File: src/rtl/stage_sequencer.sv
// stage_sequencer: multicycle FETCH/DECODE/EXECUTE/MEMORY/WRITEBACK sequencer.
// The sequencer gates the control unit's level signals so that they act only in
// the correct stage. It walks each instruction through only the stages that its
// class needs.
//
// state      | meaning
// -----------+---------------------------------------------------------------
// IDLE    0  | parked, waits for run
// FETCH   1  | memory read of the next word, MEM_WAIT+1 cycles, IR load on last
// DECODE  2  | classify instruction[31:29]; illegal encodings go to TRAP
// EXECUTE 3  | one cycle; NOP and control transfers (except jal) retire here
// MEMORY  4  | load/store access, MEM_WAIT+1 cycles; a store retires on the last
// WRITEBACK 5| register-file write, retire
// TRAP    7  | halted until reset
//
// Every output is decoded from registered state only, so an asynchronous reset
// releases the memory gates immediately.
module stage_sequencer #(
    parameter int unsigned MEM_WAIT = 1
) (
    input  logic        clock,
    input  logic        reset,
    input  logic        run,
    input  logic [31:0] instruction,
    output logic        irWrite,
    output logic        pcWrite,
    output logic        regWriteEnable,
    output logic        memReadGate,
    output logic        memWriteGate,
    output logic [2:0]  stage,
    output logic        halted,
    output logic [15:0] instrCount
);

    typedef enum logic [2:0] {
        S_IDLE      = 3'd0,
        S_FETCH     = 3'd1,
        S_DECODE    = 3'd2,
        S_EXECUTE   = 3'd3,
        S_MEMORY    = 3'd4,
        S_WRITEBACK = 3'd5,
        S_TRAP      = 3'd7
    } state_t;

    // C_EXEC: retires in EXECUTE (nop, jump, beq, bne, jr)
    // C_WB:   goes through WRITEBACK (alu, constant, jal)
    typedef enum logic [1:0] {
        C_EXEC  = 2'd0,
        C_WB    = 2'd1,
        C_LOAD  = 2'd2,
        C_STORE = 2'd3
    } cls_t;

    localparam logic [2:0] WAIT_LAST = 3'(MEM_WAIT);

    state_t      state_q, state_d;
    cls_t        cls_q, cls_d;
    logic [2:0]  wait_q, wait_d;
    logic [15:0] count_q, count_d;

    cls_t        dec_cls;
    logic        dec_legal;
    logic        wait_last;
    logic        retire;

    // Only the class and sub-opcode fields matter to sequencing.
    logic        unused_instr_bits;
    assign unused_instr_bits = ^{instruction[25], instruction[23:0]};

    // Classify the opcode field and flag illegal encodings.
    always_comb begin
        dec_cls   = C_EXEC;
        dec_legal = 1'b1;
        case (instruction[31:29])
            3'b000:         dec_cls = C_EXEC;
            3'b001, 3'b010: dec_cls = C_WB;
            3'b100:         dec_cls = instruction[24] ? C_STORE : C_LOAD;
            3'b101: begin
                if (instruction[28:26] > 3'b100) begin
                    dec_legal = 1'b0;
                end else if (instruction[28:26] == 3'b011) begin
                    dec_cls = C_WB;
                end else begin
                    dec_cls = C_EXEC;
                end
            end
            default:        dec_legal = 1'b0;
        endcase
    end

    assign wait_last = (wait_q == WAIT_LAST);

    assign retire = ((state_q == S_EXECUTE) && (cls_q == C_EXEC))
                  || ((state_q == S_MEMORY) && (cls_q == C_STORE) && wait_last)
                  || (state_q == S_WRITEBACK);

    // Next state, wait counter, latched class and retire counter.
    always_comb begin
        state_d = state_q;
        cls_d   = cls_q;
        wait_d  = wait_q;
        count_d = count_q;
        case (state_q)
            S_IDLE: begin
                if (run) state_d = S_FETCH;
            end
            S_FETCH: begin
                if (wait_last) begin
                    wait_d  = 3'd0;
                    state_d = S_DECODE;
                end else begin
                    wait_d = wait_q + 3'd1;
                end
            end
            S_DECODE: begin
                if (dec_legal) begin
                    cls_d   = dec_cls;
                    state_d = S_EXECUTE;
                end else begin
                    state_d = S_TRAP;
                end
            end
            S_EXECUTE: begin
                if (cls_q == C_LOAD || cls_q == C_STORE) begin
                    state_d = S_MEMORY;
                end else if (cls_q == C_WB) begin
                    state_d = S_WRITEBACK;
                end
            end
            S_MEMORY: begin
                if (wait_last) begin
                    wait_d = 3'd0;
                    if (cls_q == C_LOAD) state_d = S_WRITEBACK;
                end else begin
                    wait_d = wait_q + 3'd1;
                end
            end
            S_WRITEBACK: ;
            S_TRAP:      ;
            default: begin
                state_d = S_IDLE;
                wait_d  = 3'd0;
            end
        endcase
        // The retire cycle overrides the per-state choice of successor.
        if (retire) begin
            count_d = count_q + 16'd1;
            state_d = run ? S_FETCH : S_IDLE;
        end
    end

    // State registers with asynchronous active-low reset.
    always_ff @(posedge clock or negedge reset) begin
        if (!reset) begin
            state_q <= S_IDLE;
            cls_q   <= C_EXEC;
            wait_q  <= 3'd0;
            count_q <= 16'd0;
        end else begin
            state_q <= state_d;
            cls_q   <= cls_d;
            wait_q  <= wait_d;
            count_q <= count_d;
        end
    end

    // Output decode of registered state.
    always_comb begin
        irWrite        = (state_q == S_FETCH) && wait_last;
        pcWrite        = retire;
        regWriteEnable = (state_q == S_WRITEBACK);
        memReadGate    = !((state_q == S_FETCH)
                        || ((state_q == S_MEMORY) && (cls_q == C_LOAD)));
        memWriteGate   = !((state_q == S_MEMORY) && (cls_q == C_STORE));
        stage          = state_q;
        halted         = (state_q == S_TRAP);
        instrCount     = count_q;
    end

endmodule

File: config.mk
export PLATFORM = sky130hd
export DESIGN_NAME = stage_sequencer
export DESIGN_NICKNAME = d
export VERILOG_FILES = /design/src/rtl/stage_sequencer.sv
export SDC_FILE = /design/constraint.sdc
export NUM_CORES = 1
export LEC_CHECK = 0
export CAP_MARGIN = 10
export CORE_MARGIN = 3
export CORE_UTILIZATION = 40
export DETAILED_ROUTE_END_ITERATION = 10
export HOLD_SLACK_MARGIN = 0.12
export PLACE_DENSITY = 0.78
export SLEW_MARGIN = 20
export SYNTH_ARGS = -nofsm -noshare
export SYNTH_HDL_FRONTEND = slang
export SYNTH_SLANG_ARGS = --single-unit
export TNS_END_PERCENT = 10
File: constraint.sdc
create_clock -name clock -period 2.05 [get_ports clock]
set_input_delay 0.41 -clock clock [delete_from_list [all_inputs] [get_ports clock]]
set_output_delay 0.41 -clock clock [all_outputs]
set_load 0.03 [all_outputs]
Fig. 1: run 1, power grid
Pins as bars on the die edge. Tap cells in gray.
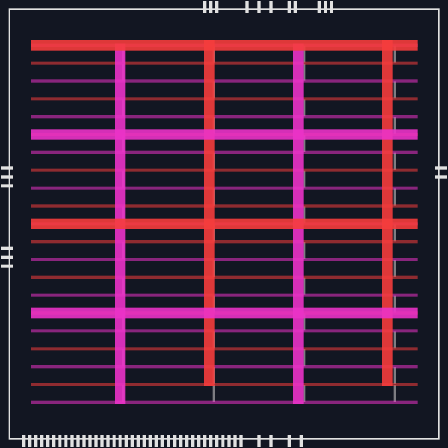
VDD: in red. VSS: in magenta.
21 met1 rails follow the rows. 60 signal pins sit on the boundary.
Peak VDD IR: 0.8985 mV
core area: 3203 um^2

Fig. 2: run 1, track usage over the die
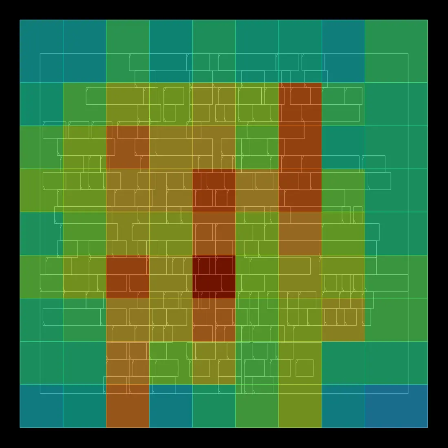
M3 GR Usage: 3.419%
Core Util, Final: 60.12%
post-DR wirelength/cell: 14.21 um
GRT Util Overall: 16.07%
met2 global-route usage: 27.94%

==> impl_metrics.toml, run 1 <==
# physical design summary
[flow_run]
warnings = 52

[die]
io_pins = 60
die_area_um2 = 4253
tap_cells = 44
die_w_um = 65.22

[finish]
drive_above_1_share_pct = 19.15
n_all_buffers = 49
dominant_cells = "multi-input combinational cells"
area_growth_pct = 37.29
comb-cell-share_pct = 40.16
comb_area_um2 = 773.2
nClkBuffers = 3

[global_routing]
gr-total-overflow = 0
antenna_found_initial = 0

[pwr]
power_switching_share_pct = 44.18
power.net_switching_w = 0.0009771
p_total_w = 0.002211
power_frac_seq_pct = 33.6

[routing]
drc_errors = 0
routed_wl_um = 3296
vias = 1233
met1_length_um = 1367

[critical_path]
rrSetupSlack_ns = 0.23
crit_type = "register to primary output"
crit_fanout = 8
arrival_ns = 1.59
r2r-end = "instrCount[12]$_DFFE_PN0P_"

[placement]
gp_congestion = 0.7990

[yosys]
synth-edff-count = 0
synth_stat.cells = 140
synth-seq-cells = 24
syn_inst = 140
flop_cell = "dfrtp_1"
ys_seq_share_pct = 42.82
synth.most_common_cell = "dfrtp_1"
synth_chip_area_um2 = 1403
yosysTopAreaCell = "dfrtp_1"
async_flop_share_pct = 100.0

[clock_tree]
clock_path_buffers = 2
cts_tree = "done"
cts_buffers = 3

[outcome]
status = "finished, final reports clean"

[final_timing]
finalSetupViolCount = 0
fin_hold_ws_ns = 0.4432
Fig. 3: run 1, sequential cells grouped by signal name
Other sequential cells in the stronger gray, the rest of the logic in the fainter gray.
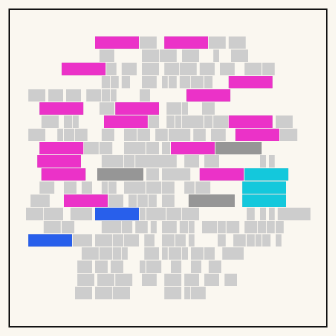
wait_q: in cyan, sequential cells 3. cls_q: in blue, sequential cells 2. instrCount: in magenta, sequential cells 16.
Another 3 sequential cells are not colored.
Seq/total area: 31.38%
Sequential Area: 604.3 um^2

Fig. 4: run 1, clock distribution
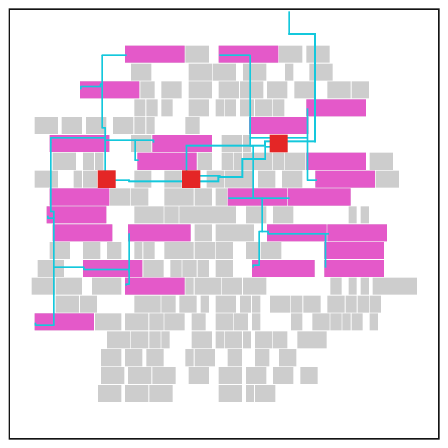
clock wires: in cyan, length 269 um. cells driving clock nets: in red, count 3. flip-flops: in magenta, count 24.
There are 4 routed clock nets.
Clk pwr share: 8.9%
Skew-Pair Late Insertion Delay: 0.31 ns
P_clk: 0.000196 W

[run 1: layout by cell type (no fill, tap or decap), types with 2 or more instances in the layout]
cell             count
a211oi_1             2
a211oi_2             2
a21oi_1             12
and2_1               2
and3_1               4
and4_1               2
buf_4               15
buf_6                2
clkbuf_4             3
clkdlybuf4s50_1     26
dfrtp_1             21
dfrtp_2              3
dlygate4sd2_1        6
inv_1                6
mux2_2               2
nand2_1             15
nand3_1              3
nand4_1              6
nor2_1               2
nor3_1               2
o211a_1              2
o211ai_2             2
o21ai_0              6
xnor2_1              4
xor2_1              13
[run 1: registers in the layout, summed over array words and instances (netlist names)]
register and count:
wait_q 3, cls_q 2, stage 3, instrCount 16
[run 1: cell families after synthesis]
group / after synthesis / share of synthesized area (%)
AND-OR/OR-AND: 37 / 18.38
AND/OR/NAND/NOR: 48 / 22.03
buffers and inverters: 10 / 2.855
adder cells (fa/ha/maj): 1 / 0.8919
multiplexers: 3 / 2.408
XOR/XNOR: 17 / 10.62
flip-flops: 24 / 42.82
[run 1: power groups by stage]
stage / clock [W] / combinational [W] / sequential, W
finish: 0.000196 / 0.00127 / 0.000742
global route: 0.000225 / 0.00137 / 0.000764
CTS: 0.000208 / 0.00115 / 0.000737
detailed placement: 0 / 0.00118 / 0.000743
global placement: 0 / 0.00115 / 0.000729
floorplan: 0 / 0.000590 / 0.000867
[run 1: timing repair]
action | 4_1_cts | 5_1_grt
setup buffers | 0 | 7
gates resized | 9 | 5
setup endpoints to repair | 7 | 3
pin swaps | 0 | 4
[run 1: routing by layer]
layer | vias to the layer above | GRT usage, %
li1 | 607 | -
met1 | 594 | 20.59
met2 | 26 | 27.94
met3 | 6 | 3.419
met4 | 0 | 3.109
met5 | - | 0
==> run 1 -> run 2 <==
--- a/config.mk
+++ b/config.mk
@@ -11,6 +11,9 @@
 export DETAILED_ROUTE_END_ITERATION = 10
 export HOLD_SLACK_MARGIN = 0.12
 export PLACE_DENSITY = 0.78
+export REMOVE_ABC_BUFFERS = 1
+export SETUP_SLACK_MARGIN = 0.1
+export SKIP_LAST_GASP = 1
 export SLEW_MARGIN = 20
 export SYNTH_ARGS = -nofsm -noshare
 export SYNTH_HDL_FRONTEND = slang
==> impl_metrics.toml, run 2 <==
# physical design summary
[outcome]
status = "finished, violations left"
violations = "negative setup slack"

[pwr]
p_total_w = 0.002346

[yosys]
synth_stat.cells = 140
async_flop_share_pct = 100.0
synth.most_common_cell = "dfrtp_1"
ys_sh_simple_pct = 22.03
synth_chip_area_um2 = 1403
synth-edff-count = 0
xor_share_pct = 10.62
synthMuxAreaShare_pct = 2.409
logic_family = "simple AND/OR/NAND/NOR gates"
synth-seq-cells = 24

[final_timing]
finalSetupViolCount = 3
timing.final.ws_setup_ns = -0.07135

[clock_tree]
cts_buffers = 3
clock_path_buffers = 2
cts_tree = "done"

[finish]
drive_above_1_share_pct = 17.74
final_cell_mix = "clkdlybuf4s50_1 (28), dfrtp_1 (21), nand2_1 (16), xor2_1 (13), buf_4 (13)"

[critical_path]
crit_type = "register to primary output"
rrSetupSlack_ns = 0.15
r2r-end = "instrCount[15]$_DFFE_PN0P_"

[placement]
gp_congestion = 0.8360

[routing]
drc_errors = 0
routed_wl_um = 3572
wl_per_cell_um = 15.53

[die]
die_w_um = 65.22

[global_routing]
grtUsageTotal_pct = 18.19

[flow_run]
warnings = 52
[run 2: cell counts after synthesis]
Identical to the previous run, type by type.
[run 2: through the flow]
| step | worst slack, ns | cell area [um^2] | std cells | hold WS (ns) | util, % |
|---|---|---|---|---|---|
| floorplan | -0.04198 | 1385 | 136 | 0.1144 | - |
| global placement | 0.1117 | 1843 | 223 | 0.4583 | 57.54 |
| detailed placement | 0.1111 | 1843 | 223 | 0.4782 | 57.54 |
| CTS | -0.1230 | 1911 | 229 | 0.4400 | 59.65 |
| global route | -0.1197 | 1933 | 230 | 0.4451 | 60.35 |
| finish | -0.07135 | 1933 | 230 | 0.4283 | 60.35 |
[run 2: timing repair]
action | 4_1_cts | 5_1_grt
buffers inserted | 2 | 1
endpoints found under the hold margin | 0 | 0
gates resized | 7 | 4
pin swaps | 0 | 1
endpoints found under the setup margin | 10 | 11
[run 2: metal layers]
metal  GRT usage, %  routed length (um)
met4          6.736                  87
met1          21.93                1486
met5              0                   0
met3          2.051                  95
met2          33.00                1902
[run 2: critical path: stages (launching register included)]
cell and delay, ns:
dfrtp_2 0.48, buf_4 0.17, and4bb_4 0.21, nand2_1 0.09, dlygate4sd2_1 0.44
[run 2: kinds of logic after synthesis]
family / Yosys count
simple gates: 48
compound gates: 37
flops: 24
xor+xnor: 17
buf+inv: 10
mux: 3
fa+ha+maj: 1
[run 2: cell type report]
type                    count  area, um^2  area share [%]
clock buffers               3       22.52           1.165
multi-input cells         106       770.7           39.87
repair buffers             46       427.9           22.14
inverters                   6       22.52           1.165
well taps                  44       55.05           2.848
clock inverters             1       30.03           1.553
flip-flops and latches     24       604.3           31.26
[run 2: power by group]
part           total [W]  switching [W]  internal [W]
clock network   0.000353       0.000155      0.000198
registers       0.000736       0.000152      0.000584
logic            0.00126       0.000701      0.000555
total            0.00235        0.00101       0.00134
Fig. 5: run 2, sequential cells grouped by signal name
Other sequential cells in the stronger gray, the rest of the logic in the fainter gray.
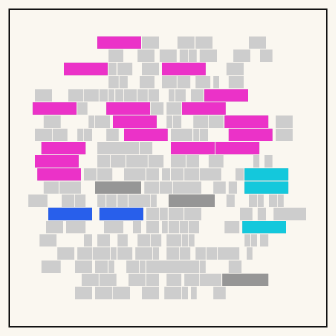
instrCount: in magenta, sequential cells 16. wait_q: in cyan, sequential cells 3. cls_q: in blue, sequential cells 2.
Seq/total area: 31.26%
P_seq: 0.000736 W
Core Util, Final: 60.35%

Fig. 6: run 2, clock distribution
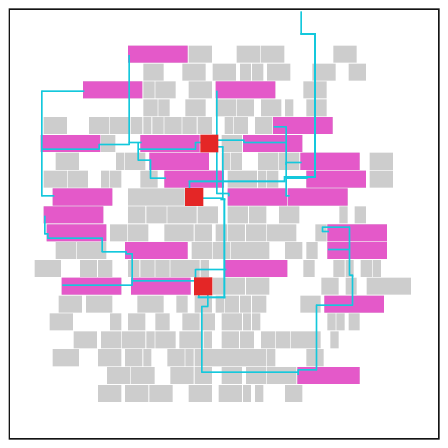
flip-flops: in magenta, count 24. clock wires: in cyan, length 327 um. cells driving clock nets: in red, count 3.
There are 4 routed clock nets.
P_clk: 0.000353 W
Clk pwr share: 15.0%
clk_skew: 0.005496 ns
Skew-Pair Late Insertion Delay: 0.33 ns

==> run 2 -> run 3 <==
==> constraint.sdc (replaced) <==
create_clock -name clock -period 2.05 [get_ports clock]
set_input_delay 0.5125 -clock clock [delete_from_list [all_inputs] [get_ports clock]]
set_output_delay 0.5125 -clock clock [all_outputs]
set_load 0.03 [all_outputs]
==> impl_metrics.toml, run 3 <==
# physical design summary
[yosys]
synth_stat.cells = 140
synth-seq-cells = 24
synth-edff-count = 0
async_flop_share_pct = 100.0

[clock_tree]
clock_latency_ns = 0.32
clock_path_buffers = 2
cts_tree = "done"

[routing]
wl_per_cell_um = 14.24
wl_met3_um = 85
met1_length_um = 1444
highest_layer = "met4"
drc_errors = 0

[outcome]
status = "finished, violations left"
violations = "negative setup slack"

[critical_path]
path_cells = "nor3b_4 -> nor3b_2 -> buf_4"
rrSetupSlack_ns = 0.22

[die]
die_w_um = 65.22

[finish]
final_cell_mix = "clkdlybuf4s50_1 (27), buf_4 (21), dfrtp_1 (20), nand2_1 (15), xor2_1 (13)"
drive_above_1_share_pct = 22.51

[final_timing]
timing.final.ws_setup_ns = -0.06463
finalSetupViolCount = 3

[flow_run]
warnings = 52

[placement]
gp_congestion = 0.8086
## run 3: cell families after synthesis
logic type | count (synthesis) | synth area share (%)
muxes | 3 | 2.408
DFF | 24 | 42.82
and+or+nand+nor | 48 | 22.03
xor gates and xnor gates | 17 | 10.62
buffers and inverters | 10 | 2.855
adders and majority gates | 1 | 0.8919
AOI/OAI and AO/OA | 37 | 18.38
## run 3: repair_timing
action / CTS / global route
endpoints found under the setup margin: 20 / 24
pin swaps: 1 / 2
buffers inserted: 3 / 6
gates resized: 9 / 4
## run 3: per-layer routing
metal | up-vias | track usage (%)
met3 | 3 | 2.222
li1 | 613 | -
met2 | 27 | 30.72
met4 | 0 | 5.440
met1 | 594 | 20.76
met5 | - | 0
## run 3: per-stage QoR
stage	setup TNS [ns]	cells	area, um^2	util, %	hold WS, ns
2_1_floorplan	-0.1445	136	1385	-	0.2169
3_3_place_gp	0	222	1831	57.15	0.4583
3_5_place_dp	0	222	1831	57.15	0.4739
4_1_cts	-0.2718	229	1914	59.77	0.4923
5_1_grt	-0.5176	235	1973	61.60	0.5003
6_report	-0.1452	235	1973	61.60	0.4921
## run 3: area by class of cell
class	instances	area (um^2)	area share, %
clock buffers	3	22.52	1.141
clock inverters	1	30.03	1.522
inverters	6	22.52	1.141
multi-input cells	106	778.2	39.44
flip-flops and latches	24	605.6	30.69
well taps	44	55.05	2.790
repair buffers	51	459.2	23.27
## run 3: worst max-delay path, delay by kind of cell (launching register included)
| kind | cells | cell delay (ns) |
|---|---|---|
| AND/OR/NAND/NOR | 2 | 0.62 |
| flip-flops | 1 | 0.47 |
| buffers and inverters | 1 | 0.20 |
## run 3: where the power goes
part	switching (W)	leakage (nW)	internal [W]
sequential	0.000163	0.313	0.000585
clock	0.000150	0.0279	0.000198
combinational	0.000691	0.586	0.000593
total	0.00100	0.927	0.00138
Fig. 7: run 3, cells colored by class
Scale bar: 20 um.
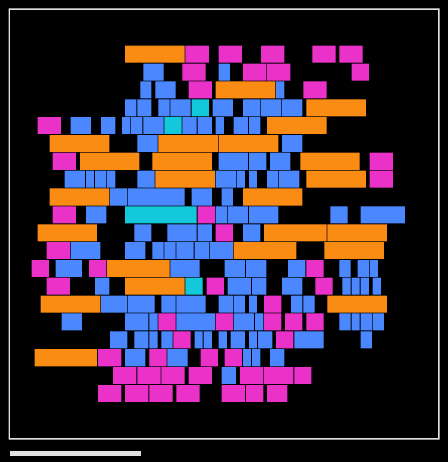
clock drivers and dummy loads: in cyan, cells 4, share of their area 2.7%. other buffers and delay cells: in magenta, cells 51, share of their area 24%. flip-flops: in orange, cells 24, share of their area 32%. all other logic: in blue, cells 112, share of their area 42%.
Final Cell Area: 1973 um^2
Core Util, Final: 61.60%

Fig. 8: run 3, sequential cells grouped by signal name
Other sequential cells in the stronger gray, the rest of the logic in the fainter gray.
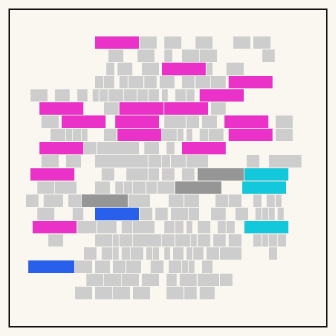
P_seq: 0.000748 W
Seq/total area: 30.69%
Sequential Area: 605.6 um^2

No activity file was given, so power comes from the tool's default toggle rates.
